File: src/rtl/result_packer_writer.sv
// ----------------------------------------------------------------------------
// result_packer_writer
//
// Downstream stage of the convolution datapath. Accepts 8-bit results from
// the accumulator over a valid/ready handshake, packs four of them into one
// 32-bit word (first result in the least significant lane), and writes each
// word to sequential addresses of the result region. A partially filled
// final word is written with its unfilled lanes zero. done is raised once
// the programmed number of results has been written and is held until the
// next accepted start.
//
// Ports
//   clk_i          in   1       rising-edge clock
//   rst_i          in   1       asynchronous reset, active-high
//   start_i        in   1       one-cycle job start (honoured in IDLE/DONE)
//   base_addr_i    in   ADDR_W  first word address, latched on start
//   num_results_i  in   8       result count of the job, latched on start
//   res_valid_i    in   1       res_data_i holds a result
//   res_data_i     in   DATA_W  result byte
//   res_ready_o    out  1       a result can be accepted this cycle
//   mem_wr_en_o    out  1       one-cycle memory write strobe
//   mem_addr_o     out  ADDR_W  write address (held between writes)
//   mem_wr_data_o  out  WORD_W  packed write word (held between writes)
//   done_o         out  1       job complete, level
//
// State    | meaning
// ---------+-------------------------------------------------------------
// IDLE     | no job since reset; waiting for start
// COLLECT  | accepting result bytes into the pack register
// WRITE    | single cycle with the packed word on the memory port
// DONE     | job finished, done held; start begins a new job
// ----------------------------------------------------------------------------
module result_packer_writer #(
    parameter int DATA_W = 8,
    parameter int WORD_W = 32,
    parameter int ADDR_W = 8
) (
    input  logic              clk_i,
    input  logic              rst_i,
    input  logic              start_i,
    input  logic [ADDR_W-1:0] base_addr_i,
    input  logic [7:0]        num_results_i,
    input  logic              res_valid_i,
    input  logic [DATA_W-1:0] res_data_i,
    output logic              res_ready_o,
    output logic              mem_wr_en_o,
    output logic [ADDR_W-1:0] mem_addr_o,
    output logic [WORD_W-1:0] mem_wr_data_o,
    output logic              done_o
);

    localparam int LANES = WORD_W / DATA_W;

    localparam logic [1:0] S_IDLE    = 2'd0;
    localparam logic [1:0] S_COLLECT = 2'd1;
    localparam logic [1:0] S_WRITE   = 2'd2;
    localparam logic [1:0] S_DONE    = 2'd3;

    logic [1:0]        state_q,     state_d;
    logic [WORD_W-1:0] pack_q,      pack_d;
    logic [1:0]        lane_cnt_q,  lane_cnt_d;
    logic [7:0]        recv_cnt_q,  recv_cnt_d;
    logic [7:0]        num_q,       num_d;
    logic [ADDR_W-1:0] word_addr_q, word_addr_d;

    logic              res_ready_q, res_ready_d;
    logic              mem_wr_en_q, mem_wr_en_d;
    logic [ADDR_W-1:0] mem_addr_q,  mem_addr_d;
    logic [WORD_W-1:0] mem_data_q,  mem_data_d;
    logic              done_q,      done_d;

    logic              accept;
    logic              word_full;
    logic              last_byte;
    logic [WORD_W-1:0] pack_merged;

    // res_ready_q already reflects the COLLECT state for the current cycle,
    // so it alone qualifies the handshake.
    assign accept = res_valid_i && res_ready_q;

    always_comb begin
        pack_merged = pack_q;
        for (int k = 0; k < LANES; k++) begin
            if (lane_cnt_q == 2'(k)) begin
                pack_merged[k*DATA_W +: DATA_W] = res_data_i;
            end
        end
    end

    assign word_full = (lane_cnt_q == 2'(LANES - 1));
    assign last_byte = ((recv_cnt_q + 8'd1) == num_q);

    // Next-state logic. The registered outputs are derived from the next
    // state below so that they line up with the state they describe.
    always_comb begin
        state_d     = state_q;
        pack_d      = pack_q;
        lane_cnt_d  = lane_cnt_q;
        recv_cnt_d  = recv_cnt_q;
        num_d       = num_q;
        word_addr_d = word_addr_q;

        case (state_q)
            S_IDLE, S_DONE: begin
                if (start_i) begin
                    word_addr_d = base_addr_i;
                    num_d       = num_results_i;
                    recv_cnt_d  = 8'd0;
                    lane_cnt_d  = 2'd0;
                    pack_d      = '0;
                    state_d     = (num_results_i == 8'd0) ? S_DONE : S_COLLECT;
                end
            end
            S_COLLECT: begin
                if (accept) begin
                    pack_d     = pack_merged;
                    lane_cnt_d = lane_cnt_q + 2'd1;
                    recv_cnt_d = recv_cnt_q + 8'd1;
                    if (word_full || last_byte) begin
                        state_d = S_WRITE;
                    end
                end
            end
            S_WRITE: begin
                word_addr_d = word_addr_q + 1'b1;
                pack_d      = '0;
                lane_cnt_d  = 2'd0;
                state_d     = (recv_cnt_q == num_q) ? S_DONE : S_COLLECT;
            end
            default: begin
                state_d = S_IDLE;
            end
        endcase
    end

    // Output staging: the write port is loaded on the edge that enters
    // WRITE, using the pack value that includes the byte accepted on that
    // same edge. Address and data hold outside WRITE.
    always_comb begin
        res_ready_d = (state_d == S_COLLECT);
        done_d      = (state_d == S_DONE);
        mem_wr_en_d = (state_d == S_WRITE);
        mem_addr_d  = mem_addr_q;
        mem_data_d  = mem_data_q;
        if (state_d == S_WRITE) begin
            mem_addr_d = word_addr_q;
            mem_data_d = pack_d;
        end
    end

    always_ff @(posedge clk_i or posedge rst_i) begin
        if (rst_i) begin
            state_q     <= S_IDLE;
            pack_q      <= '0;
            lane_cnt_q  <= 2'd0;
            recv_cnt_q  <= 8'd0;
            num_q       <= 8'd0;
            word_addr_q <= '0;
            res_ready_q <= 1'b0;
            mem_wr_en_q <= 1'b0;
            mem_addr_q  <= '0;
            mem_data_q  <= '0;
            done_q      <= 1'b0;
        end else begin
            state_q     <= state_d;
            pack_q      <= pack_d;
            lane_cnt_q  <= lane_cnt_d;
            recv_cnt_q  <= recv_cnt_d;
            num_q       <= num_d;
            word_addr_q <= word_addr_d;
            res_ready_q <= res_ready_d;
            mem_wr_en_q <= mem_wr_en_d;
            mem_addr_q  <= mem_addr_d;
            mem_data_q  <= mem_data_d;
            done_q      <= done_d;
        end
    end

    assign res_ready_o   = res_ready_q;
    assign mem_wr_en_o   = mem_wr_en_q;
    assign mem_addr_o    = mem_addr_q;
    assign mem_wr_data_o = mem_data_q;
    assign done_o        = done_q;

endmodule

File: config.mk
export PLATFORM = sky130hd
export DESIGN_NAME = result_packer_writer
export DESIGN_NICKNAME = d
export VERILOG_FILES = /design/src/rtl/result_packer_writer.sv
export SDC_FILE = /design/constraint.sdc
export NUM_CORES = 1
export LEC_CHECK = 0
export ABC_AREA = 1
export CAP_MARGIN = 20
export CORE_MARGIN = 2
export CORE_UTILIZATION = 25
export DETAILED_ROUTE_END_ITERATION = 7
export SLEW_MARGIN = 15
export SYNTH_ARGS = -nofsm -noshare
export SYNTH_HDL_FRONTEND = slang
export SYNTH_SLANG_ARGS = --single-unit
File: constraint.sdc
create_clock -name clk_i -period 6.82 [get_ports clk_i]
set_clock_uncertainty 0.05 [all_clocks]
set_input_delay 1.023 -clock clk_i [delete_from_list [all_inputs] [get_ports clk_i]]
set_output_delay 1.023 -clock clk_i [all_outputs]
set_load 0.005 [all_outputs]
Fig. 1: run 1, I/O nets highlighted
Drawn at 3 px/um.
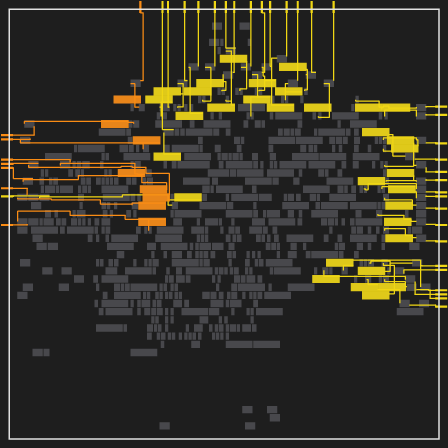
colour	port	bits	direction	edge	end cells	buffers	wire
yellow	mem_wr_data_o	32	output	17 east, 14 north, 1 west	32	32	1010 um
orange	mem_addr_o	8	output	7 west, 1 north	8	8	451 um
number of primary I/O pins: 71
port bufs: 70

Fig. 2: run 1, register map, names as in the netlist
Drawn at 2 px/um. Other sequential cells in the stronger grey, the rest of the logic in the fainter grey.
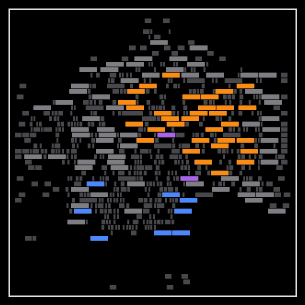
colour	netlist name	placed flops
orange	pack_q	32
purple	lane_cnt_q	2
blue	recv_cnt_q	8
not coloured	61
sequential cell area share: 0.432
fin util: 0.318

Fig. 3: run 1, logic cells by family
Drawn at 2 px/um.
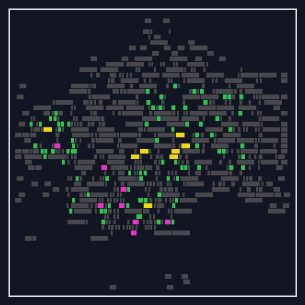
colour	family	cells
green	aoi and oai cells	81
magenta	xor and xnor cells	8
yellow	fa/ha/maj cells	8
number of non-filler instances in the completed layout: 854
most frequent logic cell in the layout: nand2_1
share of the final layout cell area in multi-input gates: 0.298

==> datasheet_impl.txt, run 1 <==
Summary of implementation characteristics

Parameter                              Value

STA
  Max-Slew Margin vs Limit    0.416
  Fin Hold WS    0.424 ns
  Least setup slack across all paths after layout    3.63 ns
  Final Hold Violation Tally    0
  Setup TNS after final layout    0 ns

Logic synthesis
  Xor+xnor area frac    0.0146
  Area reported by Yosys stat    4810 sq um
  Post-synth top cells    131 x nand2_1, 103 x dfrtp_1, 82 x inv_1
  Library cell with the largest summed area after synthesis    dfrtp_1
  Adder and majority gate portion of the synthesized area    0.0208
  Total number of yosys warnings    0
  Biggest area cells    dfrtp_1 54%, nand2_1 10%, inv_1 6.4%
  Average instance area after synthesis    8.75 sq um
  Post-synthesis cell type with the largest instance count    nand2_1
  Proportion of register bits with asynchronous set or reset after synthesis    1.00
  Post-synthesis instance area    4810 sq um
  Net Count, Synth    586

GRT
  Total grt overflow    0
  Global-route wire length before repair    19600 um
  Number of global-route vias before repair    3809
  Met2 layer usage reported by global route    0.187

Detailed routing
  Routed length on met1    5920 um
  ANT nets after route    0
  Number of detailed-routing iterations run before antenna repair    5

Place
  Placed Cells    838
  Final RePlAce weighted congestion    0.785
  DP Worst Slack    3.27 ns

Power and ir drop
  Switching power of the nets    848 uW
  Internal power    1.35 mW
  Power of the combinational group    790 uW
  Leading power group    sequential cells
  Total power per unit cell area    368 nW/um^2

Clock network
  Num Clock Sinks    103
  Number of clock buffers inserted by TritonCTS    9
  H-tree depth    3
  Number of post-CTS setup repair buffers    0
  Clock Tree Buf Depth    2

Setup path
  Crit path required time    7.02 ns
  Critical Path Sink    mem_wr_data_o[18]$_DFFE_PP0N_
  Buf/Inv on CP    1

Status
  Status    complete, no violations

Final layout
  Final instance area    5970 sq um
  Signal inverters    83
  Most frequent cells in the layout    131 x nand2_1, 103 x dfrtp_1, 81 x inv_1, 70 x clkdlybuf4s50_1, 59 x nand3_1

Floorplanning
  FP Util    0.256
  Die height    143 um

Min path
  Worst hold path stage count    2
==> run 2, diff against run 1 <==
==> constraint.sdc (replaced) <==
create_clock -name clk_i -period 3.3 [get_ports clk_i]
set_clock_uncertainty 0.05 [all_clocks]
set_input_delay 0.495 -clock clk_i [delete_from_list [all_inputs] [get_ports clk_i]]
set_output_delay 0.495 -clock clk_i [all_outputs]
set_load 0.005 [all_outputs]
Fig. 4: run 2, I/O nets highlighted
Drawn at 3 px/um.
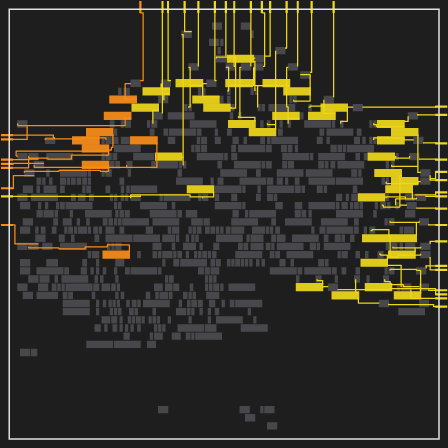
colour	port	bits	direction	edge	end cells	buffers	wire
yellow	mem_wr_data_o	32	output	17 east, 14 north, 1 west	32	32	1020 um
orange	mem_addr_o	8	output	7 west, 1 north	8	8	370 um

Fig. 5: run 2, logic cells by family
Drawn at 2 px/um.
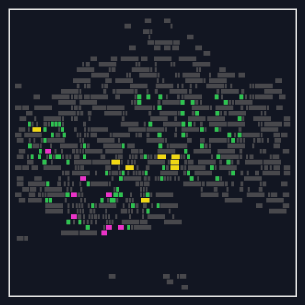
colour	family	cells
magenta	xor and xnor cells	8
green	aoi and oai cells	81
yellow	fa/ha/maj cells	8
number of non-filler instances in the completed layout: 858
share of the final layout cell area in multi-input gates: 0.297

Fig. 6: run 2, register map, names as in the netlist
Drawn at 2 px/um. Other sequential cells in the stronger grey, the rest of the logic in the fainter grey.
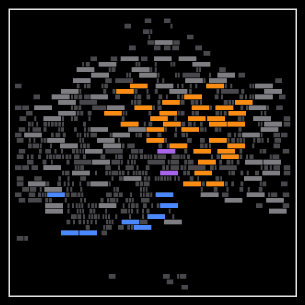
colour	netlist name	placed flops
orange	pack_q	32
blue	recv_cnt_q	8
purple	lane_cnt_q	2
not coloured	61
register area: 2580 sq um
sequential cell area share: 0.430
fin util: 0.319

==> run 2 against run 1 <==
Effect of this change: sequential share of layout area is 0.19 points lower; flip-flop count unchanged; combinational power increased by 110%; via count rose by 0.26%; cell count is 0.47% higher; core utilization up 0.14 points; global-route usage up 0.064 points; cell area rose by 0.44%.
==> datasheet_impl.txt, run 2 <==
Summary of implementation characteristics

Parameter                              Value

Clock network
  Num Clock Sinks    103 (unchanged)
  Number of post-CTS setup repair buffers    0 (unchanged)
  Worst skew pair latency    0.35 ns
  Number of clock buffers inserted by TritonCTS    9 (unchanged)

Detailed routing
  ANT nets after route    0 (unchanged)
  Total via count in the routed design    3826
  Routed length on met1    5870 um (-0.83%)
  Number of detailed-routing iterations run before antenna repair    4 (-1)

STA
  Final Hold Violation Tally    0 (unchanged)
  Setup TNS after final layout    0 ns (unchanged)
  Max-Slew Margin vs Limit    0.514 (+0.0976)
  Least setup slack across all paths after layout    0.579 ns (-3.05 ns)

Min path
  Class of the tightest hold or removal check    register to register
  Worst hold path stage count    2 (unchanged)

Final layout
  Most frequent cells in the layout    131 x nand2_1, 103 x dfrtp_1, 81 x inv_1, 70 x clkdlybuf4s50_1, 59 x nand3_1
  Final layout net count    656
  Most frequent logic cell in the layout    nand2_1
  Signal inverters    83 (unchanged)

Setup path
  Setup crit start kind    register
  Buf/Inv on CP    3 (+2)
  Critical Path Sink    mem_wr_data_o[9]$_DFFE_PP0N_

Logic synthesis
  Proportion of register bits with asynchronous set or reset after synthesis    1.00 (unchanged)
  Total number of yosys warnings    0 (unchanged)
  Post-synthesis instance area    4810 sq um (unchanged)
  Library cell with the largest summed area after synthesis    dfrtp_1
  Xor+xnor area frac    0.0146 (unchanged)
  Post-synthesis cell type with the largest instance count    nand2_1
  Adder and majority gate portion of the synthesized area    0.0208 (unchanged)
  Post-synth top cells    131 x nand2_1, 103 x dfrtp_1, 82 x inv_1
  Area reported by Yosys stat    4810 sq um (unchanged)

Status
  Status    complete, no violations

Floorplanning
  Die height    143 um (unchanged)
  Number of primary I/O pins    71 (unchanged)
  FP Util    0.256 (unchanged)

GRT
  Busiest metal layer after global routing    met2
  Number of global-route vias before repair    3751 (-1.5%)
  Met2 layer usage reported by global route    0.189 (+0.00177)
  Global-route wire length before repair    19800 um (+0.70%)
  Total grt overflow    0 (unchanged)

Power and ir drop
  Total power per unit cell area    750 nW/um^2 (+100%)
  Power of the combinational group    1.68 mW (+110%)
  Internal power    2.73 mW (+100%)
  Switching power of the nets    1.76 mW (+110%)

Place
  Placed Cells    843 (+0.60%)
  Final RePlAce weighted congestion    0.777 (-1.0%)
Power figures rest on the tool's default switching activity, not on a simulated workload.
